### Clock wires, drivers and flops, run 1

Scale: 4 px per µm.
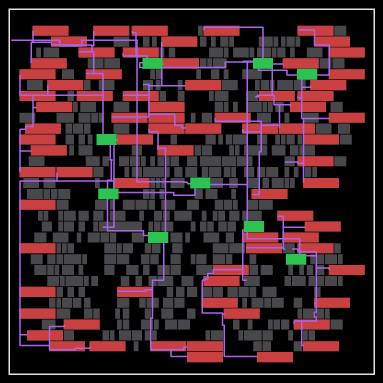
### M3 wires, run 1

Scale: 4 px per µm.
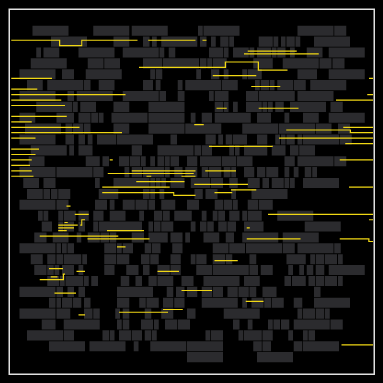
### Nets reached from selected ports, run 1

Scale: 4 px per µm.
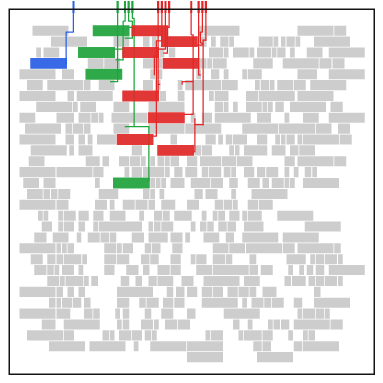
### Clock nets, run 1

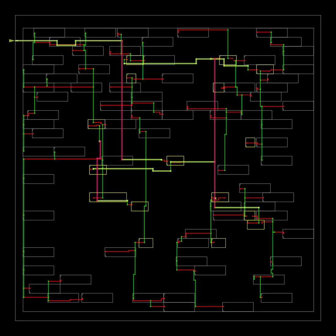
==> config.mk <==
export PLATFORM = sky130hd
export DESIGN_NAME = cmd_ctrl_burst
export DESIGN_NICKNAME = d
export VERILOG_FILES = /design/src/rtl/cmd_ctrl_pkg.sv /design/src/rtl/cmd_timeout_cnt.sv /design/src/rtl/cmd_ctrl_burst.sv
export SDC_FILE = /design/constraint.sdc
export NUM_CORES = 1
export LEC_CHECK = 0
export CAP_MARGIN = 20
export CORE_MARGIN = 2
export CORE_UTILIZATION = 57
export DETAILED_ROUTE_END_ITERATION = 8
export DONT_BUFFER_PORTS = 1
export PLACE_DENSITY = 0.69
export SKIP_LAST_GASP = 1
export SLEW_MARGIN = 15
export SYNTH_ARGS = -nofsm -noshare
export SYNTH_HDL_FRONTEND = slang
export SYNTH_SLANG_ARGS = --single-unit
==> constraint.sdc <==
create_clock -name CLK -period 5.4 [get_ports CLK]
set_clock_uncertainty 0.15 [all_clocks]
set_input_delay 1.08 -clock CLK [delete_from_list [all_inputs] [get_ports CLK]]
set_output_delay 1.08 -clock CLK [all_outputs]
set_load 0.02 [all_outputs]
==> src/rtl/cmd_ctrl_pkg.sv <==
// Shared definitions for the frame-driven command controller: opcodes,
// FSM state encoding and response framing helpers.
package cmd_ctrl_pkg;

  localparam logic [7:0] OP_WRITE     = 8'hAA;
  localparam logic [7:0] OP_READ      = 8'hBB;
  localparam logic [7:0] OP_ALU       = 8'hCC;
  localparam logic [7:0] OP_ALU_STORE = 8'hDD;
  localparam logic [7:0] OP_BWRITE    = 8'hEE;
  localparam logic [7:0] OP_BREAD     = 8'hFF;

  typedef enum logic [3:0] {
    IDLE,
    GET_ADDR,
    GET_CNT,
    GET_DATA,
    WRITE,
    READ_REQ,
    READ_WAIT,
    GET_A,
    GET_B,
    GET_FUN,
    ALU_RUN,
    TX_PUSH
  } state_e;

  typedef enum logic [2:0] {
    CMD_WR,
    CMD_RD,
    CMD_ALU,
    CMD_ALU_ST,
    CMD_BWR,
    CMD_BRD
  } cmd_e;

  // Number of TX frames needed to carry one ALU result.
  function automatic int frames_per_result(input int alu_w, input int data_w);
    return alu_w / data_w;
  endfunction

  // States that wait for an RX frame and are therefore subject to timeout.
  function automatic logic is_get(input state_e s);
    return s inside {GET_ADDR, GET_CNT, GET_DATA, GET_A, GET_B, GET_FUN};
  endfunction

endpackage

==> src/rtl/cmd_timeout_cnt.sv <==
// Inter-frame idle counter: clears on demand, counts while enabled and
// flags the terminal count TIMEOUT, where it stops.
module cmd_timeout_cnt #(
  parameter int TIMEOUT = 1023
) (
  input  logic CLK,
  input  logic RST,
  input  logic clr,
  input  logic en,
  output logic tc
);

  localparam int CNT_W = $clog2(TIMEOUT + 1);

  logic [CNT_W-1:0] cnt_q;

  assign tc = (cnt_q == CNT_W'(TIMEOUT));

  // NOTE: sequential state is assigned with <= so every flop samples the
  // pre-edge values regardless of statement order.
  always_ff @(posedge CLK or negedge RST) begin
    if (!RST)             cnt_q <= '0;
    else if (clr)         cnt_q <= '0;
    else if (en && !tc)   cnt_q <= cnt_q + CNT_W'(1);
  end

endmodule

==> src/rtl/cmd_ctrl_burst.sv <==
// Frame-driven system controller: decodes RX command frames into register
// file single/burst accesses and ALU operations, returning results to TX.
module cmd_ctrl_burst
  import cmd_ctrl_pkg::*;
#(
  parameter int DATA_W   = 8,
  parameter int ADDR_W   = 4,
  parameter int ALU_W    = 16,
  parameter int FUN_W    = 4,
  parameter int OPA_ADDR = 0,
  parameter int OPB_ADDR = 1,
  parameter int TIMEOUT  = 1023
) (
  input  logic              CLK,
  input  logic              RST,
  input  logic [DATA_W-1:0] RX_p_data,
  input  logic              RX_d_valid,
  input  logic [DATA_W-1:0] Rd_data,
  input  logic              RdData_valid,
  input  logic [ALU_W-1:0]  ALU_OUT,
  input  logic              OUT_VALID,
  input  logic              FIFO_full,
  output logic              ALU_EN,
  output logic [FUN_W-1:0]  ALU_FUN,
  output logic              CLK_EN,
  output logic [ADDR_W-1:0] Address,
  output logic              WrEN,
  output logic              RdEN,
  output logic [DATA_W-1:0] WrData,
  output logic [DATA_W-1:0] TX_p_data,
  output logic              TX_d_valid,
  output logic              busy,
  output logic              err
);

  localparam int NFRM  = frames_per_result(ALU_W, DATA_W);
  localparam int FRM_W = $clog2(NFRM + 1);

  state_e            state_q, state_d;
  cmd_e              cmd_q, cmd_d;
  logic [DATA_W-1:0] cnt_q, cnt_d;
  logic [ALU_W-1:0]  res_q, res_d, res_shift;
  logic [FRM_W-1:0]  tx_idx_q, tx_idx_d, tx_frames_q, tx_frames_d;
  logic [ADDR_W-1:0] addr_d;
  logic [DATA_W-1:0] wr_data_d, tx_data_d;
  logic [FUN_W-1:0]  alu_fun_d;
  logic              wr_en_d, rd_en_d, tx_valid_d, err_d, alu_en_d, clk_en_d;
  logic              tmo_en, tmo_clr, tmo_tc;

  assign tmo_en  = is_get(state_q);
  assign tmo_clr = RX_d_valid || !tmo_en;

  cmd_timeout_cnt #(.TIMEOUT(TIMEOUT)) u_tmo (
    .CLK (CLK),
    .RST (RST),
    .clr (tmo_clr),
    .en  (tmo_en),
    .tc  (tmo_tc)
  );

  assign res_shift = res_q >> (tx_idx_q * DATA_W);

  always_comb begin
    // NOTE: every signal gets a default before the case so no path leaves
    // one unassigned, which would otherwise infer a latch.
    state_d     = state_q;
    cmd_d       = cmd_q;
    cnt_d       = cnt_q;
    res_d       = res_q;
    tx_idx_d    = tx_idx_q;
    tx_frames_d = tx_frames_q;
    addr_d      = Address;
    wr_data_d   = WrData;
    tx_data_d   = TX_p_data;
    alu_fun_d   = ALU_FUN;
    wr_en_d     = 1'b0;
    rd_en_d     = 1'b0;
    tx_valid_d  = 1'b0;
    err_d       = 1'b0;
    alu_en_d    = 1'b0;
    clk_en_d    = 1'b0;

    unique case (state_q)
      IDLE: if (RX_d_valid) begin
        if (RX_p_data == DATA_W'(OP_WRITE)) begin
          cmd_d = CMD_WR;  state_d = GET_ADDR;
        end else if (RX_p_data == DATA_W'(OP_READ)) begin
          cmd_d = CMD_RD;  state_d = GET_ADDR;
        end else if (RX_p_data == DATA_W'(OP_ALU)) begin
          // Two operand writes: cnt tracks which one is pending.
          cmd_d = CMD_ALU; cnt_d = DATA_W'(2);
          addr_d = ADDR_W'(OPA_ADDR); state_d = GET_A;
        end else if (RX_p_data == DATA_W'(OP_ALU_STORE)) begin
          cmd_d = CMD_ALU_ST; state_d = GET_FUN;
        end else if (RX_p_data == DATA_W'(OP_BWRITE)) begin
          cmd_d = CMD_BWR; state_d = GET_ADDR;
        end else if (RX_p_data == DATA_W'(OP_BREAD)) begin
          cmd_d = CMD_BRD; state_d = GET_ADDR;
        end else begin
          err_d = 1'b1;
        end
      end

      GET_ADDR: if (RX_d_valid) begin
        addr_d = ADDR_W'(RX_p_data);
        cnt_d  = DATA_W'(1);
        case (cmd_q)
          CMD_WR:  state_d = GET_DATA;
          CMD_RD:  begin rd_en_d = 1'b1; state_d = READ_REQ; end
          default: state_d = GET_CNT;
        endcase
      end else if (tmo_tc) begin
        err_d = 1'b1; state_d = IDLE;
      end

      GET_CNT: if (RX_d_valid) begin
        cnt_d = RX_p_data;
        if (RX_p_data == '0)          state_d = IDLE;
        else if (cmd_q == CMD_BRD)    begin rd_en_d = 1'b1; state_d = READ_REQ; end
        else                          state_d = GET_DATA;
      end else if (tmo_tc) begin
        err_d = 1'b1; state_d = IDLE;
      end

      GET_DATA, GET_A, GET_B: if (RX_d_valid) begin
        wr_data_d = RX_p_data;
        wr_en_d   = 1'b1;
        state_d   = WRITE;
      end else if (tmo_tc) begin
        err_d = 1'b1; state_d = IDLE;
      end

      WRITE: begin
        cnt_d = cnt_q - 1'b1;
        if (cmd_q == CMD_ALU) begin
          addr_d  = ADDR_W'(OPB_ADDR);
          state_d = (cnt_q > DATA_W'(1)) ? GET_B : GET_FUN;
        end else begin
          addr_d  = Address + 1'b1;
          state_d = (cnt_q > DATA_W'(1)) ? GET_DATA : IDLE;
        end
      end

      READ_REQ: state_d = READ_WAIT;

      READ_WAIT: if (RdData_valid) begin
        // First frame goes out on the capture edge to save a cycle.
        res_d       = ALU_W'(Rd_data);
        tx_frames_d = FRM_W'(1);
        tx_idx_d    = '0;
        state_d     = TX_PUSH;
        if (!FIFO_full) begin
          tx_valid_d = 1'b1; tx_data_d = Rd_data; tx_idx_d = FRM_W'(1);
        end
      end

      GET_FUN: if (RX_d_valid) begin
        alu_fun_d = FUN_W'(RX_p_data);
        alu_en_d  = 1'b1;
        clk_en_d  = 1'b1;
        state_d   = ALU_RUN;
      end else if (tmo_tc) begin
        err_d = 1'b1; state_d = IDLE;
      end

      ALU_RUN: begin
        alu_en_d = 1'b1;
        clk_en_d = 1'b1;
        if (OUT_VALID) begin
          alu_en_d    = 1'b0;
          clk_en_d    = 1'b0;
          res_d       = ALU_OUT;
          tx_frames_d = FRM_W'(NFRM);
          tx_idx_d    = '0;
          state_d     = TX_PUSH;
          if (!FIFO_full) begin
            tx_valid_d = 1'b1; tx_data_d = ALU_OUT[DATA_W-1:0]; tx_idx_d = FRM_W'(1);
          end
        end
      end

      TX_PUSH: begin
        if (tx_idx_q == tx_frames_q) begin
          if (cmd_q == CMD_BRD && cnt_q > DATA_W'(1)) begin
            cnt_d   = cnt_q - 1'b1;
            addr_d  = Address + 1'b1;
            rd_en_d = 1'b1;
            state_d = READ_REQ;
          end else begin
            state_d = IDLE;
          end
        end else if (!FIFO_full) begin
          tx_valid_d = 1'b1;
          tx_data_d  = res_shift[DATA_W-1:0];
          tx_idx_d   = tx_idx_q + 1'b1;
        end
      end

      default: state_d = IDLE;
    endcase
  end

  always_ff @(posedge CLK or negedge RST) begin
    if (!RST) begin
      state_q     <= IDLE;
      cmd_q       <= CMD_WR;
      cnt_q       <= '0;
      res_q       <= '0;
      tx_idx_q    <= '0;
      tx_frames_q <= '0;
      Address     <= '0;
      WrData      <= '0;
      TX_p_data   <= '0;
      ALU_FUN     <= '0;
      WrEN        <= 1'b0;
      RdEN        <= 1'b0;
      TX_d_valid  <= 1'b0;
      err         <= 1'b0;
      ALU_EN      <= 1'b0;
      CLK_EN      <= 1'b0;
      busy        <= 1'b0;
    end else begin
      state_q     <= state_d;
      cmd_q       <= cmd_d;
      cnt_q       <= cnt_d;
      res_q       <= res_d;
      tx_idx_q    <= tx_idx_d;
      tx_frames_q <= tx_frames_d;
      Address     <= addr_d;
      WrData      <= wr_data_d;
      TX_p_data   <= tx_data_d;
      ALU_FUN     <= alu_fun_d;
      WrEN        <= wr_en_d;
      RdEN        <= rd_en_d;
      TX_d_valid  <= tx_valid_d;
      err         <= err_d;
      ALU_EN      <= alu_en_d;
      CLK_EN      <= clk_en_d;
      busy        <= (state_d != IDLE);
    end
  end

endmodule

==> job_summary.md, run 1 <==
## Synthesis and layout report

| Metric | Value |
|---|---|
| Status | `finished clean` |
| Share of cells above drive strength 1 | `0.1298` |
| Worst-path cell chain | `nor4bb_2, buf_4, a32oi_1, nand3_1, or4_4, or4_4` |
| Worst Slack Setup Final | `between 1.5 and 2 ns` |
| Shortest clock period the worst path allows after layout | `approximately 3.4 ns` |
| Slew margin rel. | `0.3179` |
| Largest cell class by area | `logic gates` |
| Routability Congestion | `a little over 0.9` |
| Area of the multi-input gates | `0.002273 mm²` |
| Synth top area share | `0.4364` |
| Die width | `approximately 90 µm` |
| Fraction of the yosys area taken by sequential cells | `0.4364` |
| Share of cell area taken by multi-input logic gates | `0.4988` |
| Number of antenna violations at the first check in global routing | `0` |
| Final Max-Slew Violation Tally | `0` |
| Net count after synthesis | `around 500` |
| IR drop worst, VDD | `just under 300 µV` |
| Standard-cell rows | `31` |
| Clock Network Area Fraction | `0.04584` |
| Highest-count logic cell in the final layout | `sky130_fd_sc_hd__dfrtp_1` |
| Critical register-to-register path startpoint | `state_q[1]` |
| Pre-Repair DR Iteration Count | `5` |
| Min Hold Slack | `~0.25 ns` |
| Type of the setup path with the least slack | `reg -> reg` |
| Flop and latch count out of synthesis | `around 75` |
| Fp_density | `0.5897` |
| Post-synthesis instance area | `roughly 0.0043 mm²` |
| Cell Type Count | `a little under 70` |
| Number of instances in the synthesized netlist | `between 400 and 500` |
| Tally of nets with antenna violations remaining after routing | `0` |
| Total Neg Setup Slack | `0 ns` |
| Number of enable-type register cells in the synthesized netlist | `0` |
| CORE AREA | `roughly 0.0073 mm²` |
| RSZ-0062 raised after global routing | `false` |
| Cell occurring most often along the worst timing path | `sky130_fd_sc_hd__or4_4` |
| Launching element type of the critical path | `flop` |
| Static leakage | `about 1.9 nW` |
| Number of global-route vias before repair | `between 3,000 and 4,000` |
| Die area | `approximately 0.0083 mm²` |
| Cell with the biggest individual delay on the critical path | `sky130_fd_sc_hd__a32oi_1` |
| Worst Path Arrival | `roughly 3.5 ns` |
| Area of all sequential standard cells | `~0.0019 mm²` |
| Largest net degree at the start of global routing | `approximately 76` |
| Vertical die size | `slightly above 90 µm` |
| Biggest fanout along the worst timing path | `30` |
| Wire length per cell after detailed routing | `19.91 µm` |
| Sequential cell area share | `0.4117` |
| Area share of buffers outside the clock network | `0.006588` |
| Largest delay contributor family on the critical path | `simple AND/OR/NAND/NOR gates` |
| Most frequent cells in the layout | `sky130_fd_sc_hd__dfrtp_1 (75), sky130_fd_sc_hd__nand2_1 (49), sky130_fd_sc_hd__nor2_1 (41)` |
| Final hold vios | `0` |
| Remaining design rule violation count | `0` |
| Count of H-tree levels built during CTS | `3` |
| Cell type with the largest total area | `sky130_fd_sc_hd__dfrtp_1` |
| Layout overhead on the synthesized area | `5.994%` |
| Highest clock rate | `0.2935 GHz` |
| Filler Cell Count | `641` |
| Number of top-level design ports | `just under 70` |
| Iter 0 DRT Violations | `slightly below 300` |
| Count of buffering cells on the critical path with inverters included | `1` |
| Hold Crit Class | `in -> async` |
| Top cell types by occurrence after synthesis | `sky130_fd_sc_hd__dfrtp_1 (75), sky130_fd_sc_hd__nand2_1 (49), sky130_fd_sc_hd__nor2_1 (41)` |
| Cell count listed in synth_stat.txt | `between 400 and 500` |
| Count of multi-input combinational gates | `340` |
| Via Count | `3,582` |
| Mapped Avg Cell Area | `~9.4 µm²` |
| Placed cell count | `530` |
| Dominant cells by area after synthesis | `sky130_fd_sc_hd__dfrtp_1 (44%), sky130_fd_sc_hd__mux2_2 (5.5%), sky130_fd_sc_hd__nand2_1 (4.3%)` |
| Largest stage delay on the critical path | `~0.78 ns` |
| Asr flop ratio synth | `1.000` |
| Summed standard-cell area reported by yosys | `between 0.004 and 0.005 mm²` |
| Final critical-path share of the clock period | `0.6309` |
| Total Wirelength | `around 11,000 µm` |
| Count of nets after finishing | `around 490` |
| Number of buffer cells added on primary ports | `0` |
| Residual overflow from global routing | `0` |
| Global-route wire length before repair | `about 18,000 µm` |
| Number of non-clock inverters in the layout | `12` |
| Post-cts repair resize count | `0` |
| Setup crit end kind | `flop` |
| Power density relative to cell area | `between 500 and 600 mW/mm²` |
| Tap cell count | `99` |
| Total global routing track utilization | `0.2764` |
| Antenna diode count | `0` |
| Non-filler cells in the finished layout | `between 500 and 600` |
| Total setup violations reported at the end of the flow | `0` |
| Number of hold-repair buffers added at the cts stage | `0` |
| DP HPWL | `7724 µm` |
| Number of post-CTS setup repair buffers | `0` |
| Non-CTS buffers | `4` |
| Worst setup slack after placement | `roughly 2 ns` |
| Number of buffers on the longest clock path | `2` |
| Total number of yosys warnings | `0` |
| CTS Root Cell | `sky130_fd_sc_hd__clkbuf_8` |
| Most common reg cell | `sky130_fd_sc_hd__dfrtp_1` |
| Endpoint required time on the critical path | `between 5 and 6 ns` |
| Cell with the most instances after synthesis | `sky130_fd_sc_hd__dfrtp_1` |
| Start point of the critical path | `state_q[1]` |
| Ratio of routed vias to standard cells | `6.560` |
| Cts bufs inserted | `9` |
| Clk slew on worst S/H paths | `about 0.090 ns` |
| Pin slew with the least headroom to its limit | `1.023 ns` |
| Clock tree from TritonCTS | `built` |
| Tally of max-capacitance violations | `0` |
| OpenROAD warning count | `27` |
Back to the opening pictures, 'Clock wires, drivers and flops':
Key: clock-net drivers = green [count 9]; flip-flops = red [count 75]; clock wires = purple [length 985 µm]
There are 10 routed clock nets. Position of the flops: spread over the die.

Back to the opening pictures, 'M3 wires':
The longest straight run is 28.3 µm. The wires run mostly horizontal. The layer holds 6.6% of the routed length. The layer carries 718 µm of wire. 64 nets have wire on it.

Back to the opening pictures, 'Nets reached from selected ports':
Key: WrEN = blue [direction output, edge top, end cells 1, buffers 0, wire 15.1 µm]; ALU_FUN = green [direction output, edge top, end cells 4, buffers 0, wire 96.7 µm]; TX_p_data = red [direction output, edge top, end cells 8, buffers 0, wire 183 µm]

Back to the opening pictures, 'Clock nets':
clock-net power: 0.459 mW
Clock Sinks: 75
count of clock-net buffers in the final layout: 9
flip-flops: 75
insertion delay at the late pin of the worst-skew pair: 0.37 ns

## run 1: metrics by stage
step / power [mW] / util / cell area [µm²]
global route: 2.815 / 0.6251 / 4558
CTS: 2.625 / 0.6242 / 4552
finish: 2.629 / 0.6251 / 4558
detailed placement: 2.162 / 0.5956 / 4343
floorplan: 1.918 / - / 4300
global placement: 2.125 / 0.5956 / 4343
## run 1: cells by family (layout without fill, tap and decap cells)
kind of cell,count (synthesis),after routing,synth area share
mux,23,23,0.05965
compound gates,132,132,0.2269
buf+inv,42,32,0.03782
fa+ha+maj,5,5,0.01455
simple gates,171,171,0.2063
xor+xnor,9,9,0.01833
flops,75,75,0.4364
## run 1: state kept, by name, summed over array words and instances (netlist names), 2 cells and up
signal,flops
ALU_FUN,4
Address,4
TX_p_data,8
WrData,8
cmd_q,3
cnt_q,8
res_q,16
state_q,4
tx_frames_q,2
tx_idx_q,2
u_tmo.cnt_q,10
## run 1: final timing paths
check / end / slack [ns] / cells past startpoint
min: cmd_q[0] / 0.25 / 0
max in group asynchronous: TX_p_data[1] / 4.74 / 0
min in group CLK: res_q[13] / 0.35 / 1
max: busy / 1.99 / 6
max reg2reg: busy / 1.99 / 6
min reg2reg: res_q[13] / 0.35 / 1
## run 1: per-layer routing
layer,wire length (µm),GRT usage,vias to the layer above
met1,4714,0.3625,1749
li1,-,-,1693
met2,5300,0.4602,125
met4,137,0.07323,0
met5,0,0,-
met3,718,0.06845,15
## run 1: power by group
group,total (mW),internal (mW),switching (mW)
Sequential,1.17,0.774,0.393
Clock,0.459,0.222,0.237
Combinational,1.00,0.472,0.531
Total,2.63,1.47,1.16
### Cell classes on the final placement, run 1

Scale: 3 px per µm.
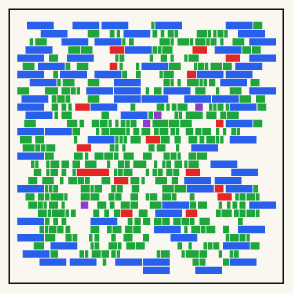

==> run 1 -> run 2 <==
==> constraint.sdc (replaced) <==
create_clock -name CLK -period 3.34 [get_ports CLK]
set_clock_uncertainty 0.15 [all_clocks]
set_input_delay 0.668 -clock CLK [delete_from_list [all_inputs] [get_ports CLK]]
set_output_delay 0.668 -clock CLK [all_outputs]
set_load 0.02 [all_outputs]
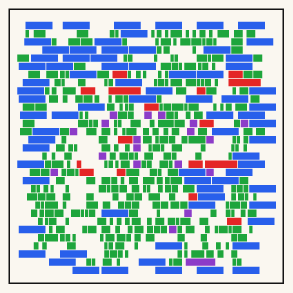
*Cell classes on the final placement, run 2*
Scale: 3 px per µm.
Key: registers = blue [cells 75, share of their area 41%]; remaining logic cells = green [cells 352, share of their area 50%]; remaining buffers and delay cells = purple [cells 19, share of their area 3.5%]; clock drivers and dummy loads = red [cells 16, share of their area 5.3%]

==> job_summary.md, run 2 <==
## Synthesis and layout report

| Metric | Value |
|---|---|
| Synth top area share | `0.4364 (unchanged)` |
| IR drop worst, VDD | `544.9 µV (+85%)` |
| Top routing layer used | `met4` |
| Flip-flop count of the largest register, all copies and words added | `16 (unchanged)` |
| Non-filler cells in the finished layout | `561 (+2.7%)` |
| Clock tree from TritonCTS | `built` |
| Clock-net power | `0.866 mW (+89%)` |
| Global-route wire length before repair | `17,960 µm (-1.3%)` |
| Count of buffering cells on the critical path with inverters included | `0 (-1)` |
| Die width | `90.86 µm (unchanged)` |
| Cell with the most instances after synthesis | `sky130_fd_sc_hd__dfrtp_1` |
| Layout overhead on the synthesized area | `9.776%` |
| Number of buffer cells added on primary ports | `0 (unchanged)` |
| RSZ-0062 raised after global routing | `false` |
| Number of post-CTS setup repair buffers | `0 (unchanged)` |
| Power density relative to cell area | `952.5 mW/mm² (+65%)` |
| Register bank with the most flops | `res_q` |
| Group drawing the most power | `combinational logic` |
| Biggest fanout along the worst timing path | `3 (-90%)` |
| Total Neg Setup Slack | `0 ns (unchanged)` |
| Final Max-Slew Violation Tally | `0 (unchanged)` |
| Total number of yosys warnings | `0 (unchanged)` |
| FF-to-FF path depth | `8 (+2)` |
| Worst-path cell chain | `or4_4, or4_1, ha_1, nor2_1, o21ai_0, and2_1, a2111o_1, or4_4` |
| Post-cts repair resize count | `0 (unchanged)` |
| Iter 0 DRT Violations | `319 (+10%)` |
| Fraction of power spent switching nets | `0.4201 (-0.02146)` |
| Clock Sinks | `75 (unchanged)` |
| Routability Congestion | `0.9990 (+7.9%)` |
| Area of the multi-input gates | `0.002267 mm² (-0.28%)` |
| Critical register-to-register path startpoint | `cnt_q[2]` |
| Remaining design rule violation count | `0 (unchanged)` |
| Vertical die size | `90.86 µm (unchanged)` |
| Count of H-tree levels built during CTS | `3 (unchanged)` |
| Antenna diode count | `0 (unchanged)` |
| Number of buffers on the longest clock path | `2 (unchanged)` |
| Total Wirelength | `10,860 µm (-0.11%)` |
| M1 wire length | `4844 µm (+2.8%)` |
| Cell type with the largest total area | `sky130_fd_sc_hd__dfrtp_1` |
| Tally of nets with antenna violations remaining after routing | `0 (unchanged)` |
| Via Count | `3,640 (+1.6%)` |
| CORE AREA | `0.007292 mm² (unchanged)` |
| Hold Crit Class | `in -> async` |
| Top cell types by occurrence after synthesis | `sky130_fd_sc_hd__dfrtp_1 (75), sky130_fd_sc_hd__nand2_1 (49), sky130_fd_sc_hd__nor2_1 (41)` |
| Cell count listed in synth_stat.txt | `457 (unchanged)` |
| Cell occurring most often along the worst timing path | `sky130_fd_sc_hd__or4_4` |
| Number of enable-type register cells in the synthesized netlist | `0 (unchanged)` |
| Share of cells above drive strength 1 | `0.1558 (+0.02609)` |
| Final critical-path share of the clock period | `0.9258 (+0.2949)` |
| Asr flop ratio synth | `1.000 (unchanged)` |
| Insertion delay at the late pin of the worst-skew pair | `0.36 ns (about the same)` |
| Cell-internal power | `2.608 mW (+78%)` |
| Setup crit end kind | `flop` |
| Combinational Power Share | `0.413 (+0.031)` |
| Power in sequential cells | `1.78 mW (+52%)` |
| Routed wl met2 | `5121 µm (-3.4%)` |
| Number of global-route vias before repair | `3,485 (-0.63%)` |
| Top Registers | `res_q x16, u_tmo.cnt_q x10` |
| Combinational-cell power consumption | `1.86 mW (+86%)` |
| DP HPWL | `7848 µm (+1.6%)` |
| Type of the setup path with the least slack | `reg -> reg` |
| Cell Type Count | `69 (unchanged)` |
| Area of all sequential standard cells | `0.001877 mm² (unchanged)` |
| Total setup violations reported at the end of the flow | `0 (unchanged)` |
| Die area | `0.008256 mm² (unchanged)` |
| Net count after synthesis | `500 (unchanged)` |
| Shortest clock period the worst path allows after layout | `3.092 ns (-0.3148 ns)` |
| Total global routing track utilization | `0.2724 (-0.003957)` |
| Endpoint required time on the critical path | `3.42 ns (-2.07 ns)` |
| Largest net degree at the start of global routing | `76 (unchanged)` |
| Dominant cells by area after synthesis | `sky130_fd_sc_hd__dfrtp_1 (44%), sky130_fd_sc_hd__mux2_2 (5.5%), sky130_fd_sc_hd__nand2_1 (4.3%)` |
| Fraction of the yosys area taken by sequential cells | `0.4364 (unchanged)` |
| Residual overflow from global routing | `0 (unchanged)` |
| Seq pwr share | `0.395 (-0.049)` |
| Most frequent cells in the layout | `sky130_fd_sc_hd__dfrtp_1 (75), sky130_fd_sc_hd__nand2_1 (49), sky130_fd_sc_hd__nor2_1 (41)` |
| Highest-count logic cell in the final layout | `sky130_fd_sc_hd__dfrtp_1` |
| Sw Pwr | `1.889 mW (+63%)` |
| Tally of max-capacitance violations | `0 (unchanged)` |
| Largest stage delay on the critical path | `0.54 ns (-0.24 ns)` |
| Post-synthesis instance area | `0.004300 mm² (unchanged)` |
| Cts bufs inserted | `9 (unchanged)` |
| Largest delay contributor family on the critical path | `simple AND/OR/NAND/NOR gates` |
| End of the worst register-to-register path | `busy` |
| Mapped Avg Cell Area | `9.410 µm² (unchanged)` |
| Pin slew with the least headroom to its limit | `0.7522 ns (-0.2709 ns)` |
| Ratio of routed vias to standard cells | `6.488 (-1.1%)` |
| Highest clock rate | `0.3234 GHz (+10%)` |
| Filler Cell Count | `650 (+1.4%)` |
| Most common reg cell | `sky130_fd_sc_hd__dfrtp_1` |
| Flop and latch count out of synthesis | `75 (unchanged)` |
| Wire length per cell after detailed routing | `19.35 µm (-2.8%)` |
| Design area | `0.004721 mm² (+3.6%)` |
| Number of top-level design ports | `69 (unchanged)` |
| Worst Path Arrival | `3.17 ns (-0.32 ns)` |
| Slew margin rel. | `0.4985 (+0.1806)` |
| Power, Total | `4.496 mW (+71%)` |
| Status | `finished clean` |
| Fp_density | `0.5897 (unchanged)` |
| Summed standard-cell area reported by yosys | `0.004300 mm² (unchanged)` |
| Launching element type of the critical path | `flop` |
| CTS Root Cell | `sky130_fd_sc_hd__clkbuf_8` |
| Final hold vios | `0 (unchanged)` |
| Clock power frac | `0.193 (+0.018)` |
| OpenROAD warning count | `27 (unchanged)` |
| Count of nets after finishing | `500 (+3.1%)` |
| Area after DPL | `0.004448 mm² (+2.4%)` |
| Cell with the biggest individual delay on the critical path | `sky130_fd_sc_hd__or4_4` |
| Met3 routed WL | `680 µm (-5.3%)` |
| Number of instances in the synthesized netlist | `457 (unchanged)` |
| Clk slew on worst S/H paths | `0.09 ns (about the same)` |
| Placed cell count | `544 (+2.6%)` |
| Static leakage | `2.020 nW (+5.4%)` |
| Share of the core filled with cells in the final layout | `0.6474 (+0.02231)` |
| Setup slack of the most critical reg-to-reg path | `0.25 ns (-1.75 ns)` |
| Standard-cell rows | `31 (unchanged)` |
| Pre-Repair DR Iteration Count | `5 (unchanged)` |
| Number of antenna violations at the first check in global routing | `0 (unchanged)` |
==> run 2: kinds of logic (layout without fill, tap and decap cells) <==
logic type	count (synthesis)	count (layout)	share of synthesized area
simple gates	171	171	0.2063
xor+xnor	9	9	0.01833
compound gates	132	132	0.2269
mux	23	23	0.05965
fa+ha+maj	5	5	0.01455
flops	75	75	0.4364
buf+inv	42	47	0.03782
==> run 2: metrics by stage <==
| stage | hold slack (ns) | setup WS, ns |
|---|---|---|
| finish | 0.02692 | 0.2479 |
| global route | 0.04776 | 0.1547 |
| CTS | 0.05277 | 0.2443 |
| detailed placement | 0.2248 | 0.2600 |
| global placement | 0.2240 | 0.2989 |
| floorplan | 0.2224 | 0.2397 |
==> run 2: area by class of cell <==
class	count	area share
clock buffers	9	0.02624
flip-flops and latches	75	0.3976
clock inverters	7	0.02571
inverters	12	0.009541
repair buffers	19	0.03446
multi-input cells	340	0.4803
well taps	99	0.02624
==> run 2: worst max path at each step <==
| stage | startpoint | depth (start not counted) | slack (ns) | endpoint |
|---|---|---|---|---|
| global route | cnt_q[2] | 8 | 0.15 | busy |
| floorplan | cnt_q[2] | 7 | 0.24 | busy |
| detailed placement | cnt_q[2] | 8 | 0.26 | busy |
| finish | cnt_q[2] | 8 | 0.25 | busy |
| global placement | cnt_q[2] | 8 | 0.30 | busy |
| CTS | cnt_q[2] | 8 | 0.24 | busy |
==> run 2: what timing repair did <==
item                       in CTS  in global routing
hold endpoints to repair       75                  0
setup endpoints to repair       0                  0
hold buffers                    1                  0
==> run 2: routing by layer <==
metal,track usage,vias to the layer above
li1,-,1727
met1,0.3764,1774
met2,0.4291,117
met3,0.06260,22
met4,0.08460,0
met5,0,-
==> run 2 -> run 3 <==
--- a/config.mk
+++ b/config.mk
@@ -8,6 +8,7 @@
 export CAP_MARGIN = 20
 export CORE_MARGIN = 2
 export CORE_UTILIZATION = 57
+export CTS_CLUSTER_SIZE = 8
 export DETAILED_ROUTE_END_ITERATION = 8
 export DONT_BUFFER_PORTS = 1
 export PLACE_DENSITY = 0.69
==> constraint.sdc (replaced) <==
create_clock -name CLK -period 3.8 [get_ports CLK]
set_clock_uncertainty 0.15 [all_clocks]
set_input_delay 0.76 -clock CLK [delete_from_list [all_inputs] [get_ports CLK]]
set_output_delay 0.76 -clock CLK [all_outputs]
set_load 0.01 [all_outputs]
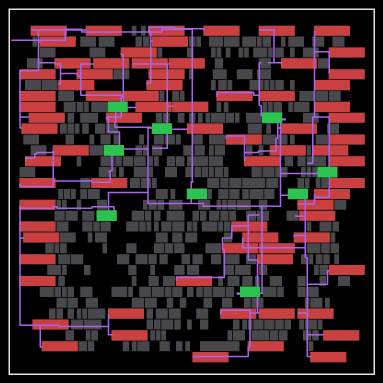
*Clock wires, drivers and flops, run 3*
Scale: 4 px per µm.
Key: clock-net drivers = green [count 9]; flip-flops = red [count 75]; clock wires = purple [length 942 µm]
Position of the flops: spread over the die. There are 10 routed clock nets.

==> job_summary.md, run 3 <==
## Synthesis and layout report

| Metric | Value |
|---|---|
| Design area | `0.004603 mm² (-2.5%)` |
| Post-synthesis instance area | `0.004300 mm² (unchanged)` |
| Area of all sequential standard cells | `0.001877 mm² (unchanged)` |
| Number of buffer cells added on primary ports | `0 (unchanged)` |
| Type of the setup path with the least slack | `reg -> reg` |
| Highest-count logic cell in the final layout | `sky130_fd_sc_hd__dfrtp_1` |
| Shortest clock period the worst path allows after layout | `3.211 ns (+0.1189 ns)` |
| Via Count | `3,618 (-0.60%)` |
| Area of the multi-input gates | `0.002267 mm² (unchanged)` |
| Clock Sinks | `75 (unchanged)` |
| Post-cts repair resize count | `0 (unchanged)` |
| Non-filler cells in the finished layout | `553 (-1.4%)` |
| Final Max-Slew Violation Tally | `0 (unchanged)` |
| Setup slack of the most critical reg-to-reg path | `0.59 ns (+0.34 ns)` |
| Filler Cell Count | `643 (-1.1%)` |
| Vertical die size | `90.86 µm (unchanged)` |
| Total global routing track utilization | `0.2709 (-0.001547)` |
| Iter 0 DRT Violations | `286 (-10%)` |
| Worst setup slack after placement | `0.6021 ns (+0.3421 ns)` |
| Share of cells above drive strength 1 | `0.1410 (-0.01487)` |
| Most common reg cell | `sky130_fd_sc_hd__dfrtp_1` |
| Met1 global-route usage | `0.3621 (-0.01429)` |
| Total setup violations reported at the end of the flow | `0 (unchanged)` |
| Largest stage delay on the critical path | `0.57 ns (+0.03 ns)` |
| Hold Crit Class | `in -> async` |
| Pin slew with the least headroom to its limit | `0.7753 ns (+0.02310 ns)` |
| Flip-flop count of the largest register, all copies and words added | `16 (unchanged)` |
| Ratio of routed vias to standard cells | `6.542 (+0.83%)` |
| Cell Type Count | `69 (unchanged)` |
| M1 wire length | `4751 µm (-1.9%)` |
| Tally of max-capacitance violations | `0 (unchanged)` |
| Top Registers | `res_q x16, u_tmo.cnt_q x10` |
| Top cell types by occurrence after synthesis | `sky130_fd_sc_hd__dfrtp_1 (75), sky130_fd_sc_hd__nand2_1 (49), sky130_fd_sc_hd__nor2_1 (41)` |
| End of the worst register-to-register path | `busy` |
| Number of global-route vias before repair | `3,564 (+2.3%)` |
| Highest clock rate | `0.3114 GHz (-3.7%)` |
| Asr flop ratio synth | `1.000 (unchanged)` |
| Global-route wire length before repair | `17,930 µm (-0.19%)` |
| Wire length per cell after detailed routing | `19.47 µm (+0.58%)` |
| Layout overhead on the synthesized area | `7.041%` |
| Cts bufs inserted | `9 (unchanged)` |
| Top routing layer used | `met4` |
| Clk slew on worst S/H paths | `0.08 ns (about the same)` |
| Worst Slack Setup Final | `0.5890 ns (+0.3411 ns)` |
| Most frequent cells in the layout | `sky130_fd_sc_hd__dfrtp_1 (75), sky130_fd_sc_hd__nand2_1 (49), sky130_fd_sc_hd__nor2_1 (41)` |
| Status | `finished clean` |
| Pre-Repair DR Iteration Count | `5 (unchanged)` |
| Min Hold Slack | `0.1198 ns (+0.09293 ns)` |
| Tally of nets with antenna violations remaining after routing | `0 (unchanged)` |
| Met3 usage | `0.06594 (+0.003339)` |
| Slew margin rel. | `0.4759 (-0.02268)` |
| Setup crit end kind | `flop` |
| Mapped Avg Cell Area | `9.410 µm² (unchanged)` |
| Number of top-level design ports | `69 (unchanged)` |
| RSZ-0062 raised after global routing | `false` |
| Fp_density | `0.5897 (unchanged)` |
| Area after DPL | `0.004388 mm² (-1.4%)` |
| Count of H-tree levels built during CTS | `3 (unchanged)` |
| Static leakage | `1.945 nW (-3.7%)` |
| Fraction of the yosys area taken by sequential cells | `0.4364 (unchanged)` |
| Endpoint required time on the critical path | `3.88 ns (+0.46 ns)` |
| Met3 routed WL | `644 µm (-5.3%)` |
| Launching element type of the critical path | `flop` |
| Count of nets after finishing | `492 (-1.6%)` |
| Placed cell count | `536 (-1.5%)` |
| Cell count listed in synth_stat.txt | `457 (unchanged)` |
| Cell type with the largest total area | `sky130_fd_sc_hd__dfrtp_1` |
| OpenROAD warning count | `27 (unchanged)` |
| DP HPWL | `7815 µm (-0.42%)` |
| Summed standard-cell area reported by yosys | `0.004300 mm² (unchanged)` |
| CORE AREA | `0.007292 mm² (unchanged)` |
| Register bank with the most flops | `res_q` |
| Standard-cell rows | `31 (unchanged)` |
| Share of the core filled with cells in the final layout | `0.6313 (-0.01613)` |
| Worst-path cell chain | `or4_4, or4_1, ha_1, o32ai_1, or4_4, or4_4` |
| Number of instances in the synthesized netlist | `457 (unchanged)` |
| Biggest fanout along the worst timing path | `7 (+4)` |
| GRT met2 Usage | `0.4403 (+0.01119)` |
| Number of hold-repair buffers added at the cts stage | `1 (unchanged)` |
| Net count after synthesis | `500 (unchanged)` |
| Busiest layer in global routing | `met2` |
| Power density relative to cell area | `783.2 mW/mm² (-18%)` |
| Routability Congestion | `0.8711 (-13%)` |
| IR drop worst, VDD | `371.8 µV (-32%)` |
| Power, Total | `3.605 mW (-20%)` |
| Number of buffers on the longest clock path | `2 (unchanged)` |
| Number of enable-type register cells in the synthesized netlist | `0 (unchanged)` |
| Total Neg Setup Slack | `0 ns (unchanged)` |
| Number of antenna violations at the first check in global routing | `0 (unchanged)` |
| Number of post-CTS setup repair buffers | `0 (unchanged)` |
| Die width | `90.86 µm (unchanged)` |
| Final hold vios | `0 (unchanged)` |
| Cell occurring most often along the worst timing path | `sky130_fd_sc_hd__or4_4` |
| Remaining design rule violation count | `0 (unchanged)` |
| Flop and latch count out of synthesis | `75 (unchanged)` |
| Dominant cells by area after synthesis | `sky130_fd_sc_hd__dfrtp_1 (44%), sky130_fd_sc_hd__mux2_2 (5.5%), sky130_fd_sc_hd__nand2_1 (4.3%)` |
| Antenna diode count | `0 (unchanged)` |
| Insertion delay at the late pin of the worst-skew pair | `0.36 ns (about the same)` |
| Cell with the biggest individual delay on the critical path | `sky130_fd_sc_hd__or4_1` |
| FF-to-FF path depth | `6 (-2)` |
| Total number of yosys warnings | `0 (unchanged)` |
| Routed wl met2 | `5202 µm (+1.6%)` |
-- run 3: cell count changes in the layout (fill, tap and decap cells not counted), sizes merged --
cell	previous run	this run
buf	19	11
clkinvlp	0	2
bufinv	3	0
clkbuf	9	10
clkinv	1	3
inv	15	13
-- run 3: area by class of cell --
| cell class | count | area share |
|---|---|---|
| Clock inverter | 6 | 0.01087 |
| Timing Repair Buffer | 11 | 0.02229 |
| Tap cell | 99 | 0.02691 |
| Clock buffer | 10 | 0.02990 |
| Multi-Input combinational cell | 340 | 0.4925 |
| Inverter | 12 | 0.009785 |
| Sequential cell | 75 | 0.4077 |
-- run 3: critical path: cells and delay by family, from the launching register on --
family	cells	cell delay (ns)
AND-OR/OR-AND	1	0.07
adder cells (fa/ha/maj)	1	0.32
AND/OR/NAND/NOR	4	2.11
flip-flops	1	0.44
-- run 3: how the worst max path moves through the flow --
stage / slack (ns) / startpoint / end / depth (start not counted)
detailed placement: 0.60 / cnt_q[2] / busy / 8
finish: 0.59 / cnt_q[2] / busy / 6
floorplan: 0.70 / cnt_q[2] / busy / 7
global route: 0.45 / cnt_q[2] / busy / 8
global placement: 0.64 / cnt_q[2] / busy / 6
CTS: 0.59 / cnt_q[2] / busy / 8
-- run 3: power breakdown --
group / switching, mW / internal (mW) / total [mW] / leakage [nW]
sequential: 0.386 / 1.10 / 1.49 / 0.942
combinational: 0.833 / 0.708 / 1.54 / 0.914
clock: 0.316 / 0.260 / 0.576 / 0.0891
total: 1.53 / 2.07 / 3.61 / 1.94
-- run 3: kinds of logic after synthesis --
kind of cell,Yosys count,synth area share
fa+ha+maj,5,0.01455
mux,23,0.05965
xor+xnor,9,0.01833
flops,75,0.4364
compound gates,132,0.2269
simple gates,171,0.2063
buf+inv,42,0.03782
No activity file was given, so power comes from the tool's default toggle rates.
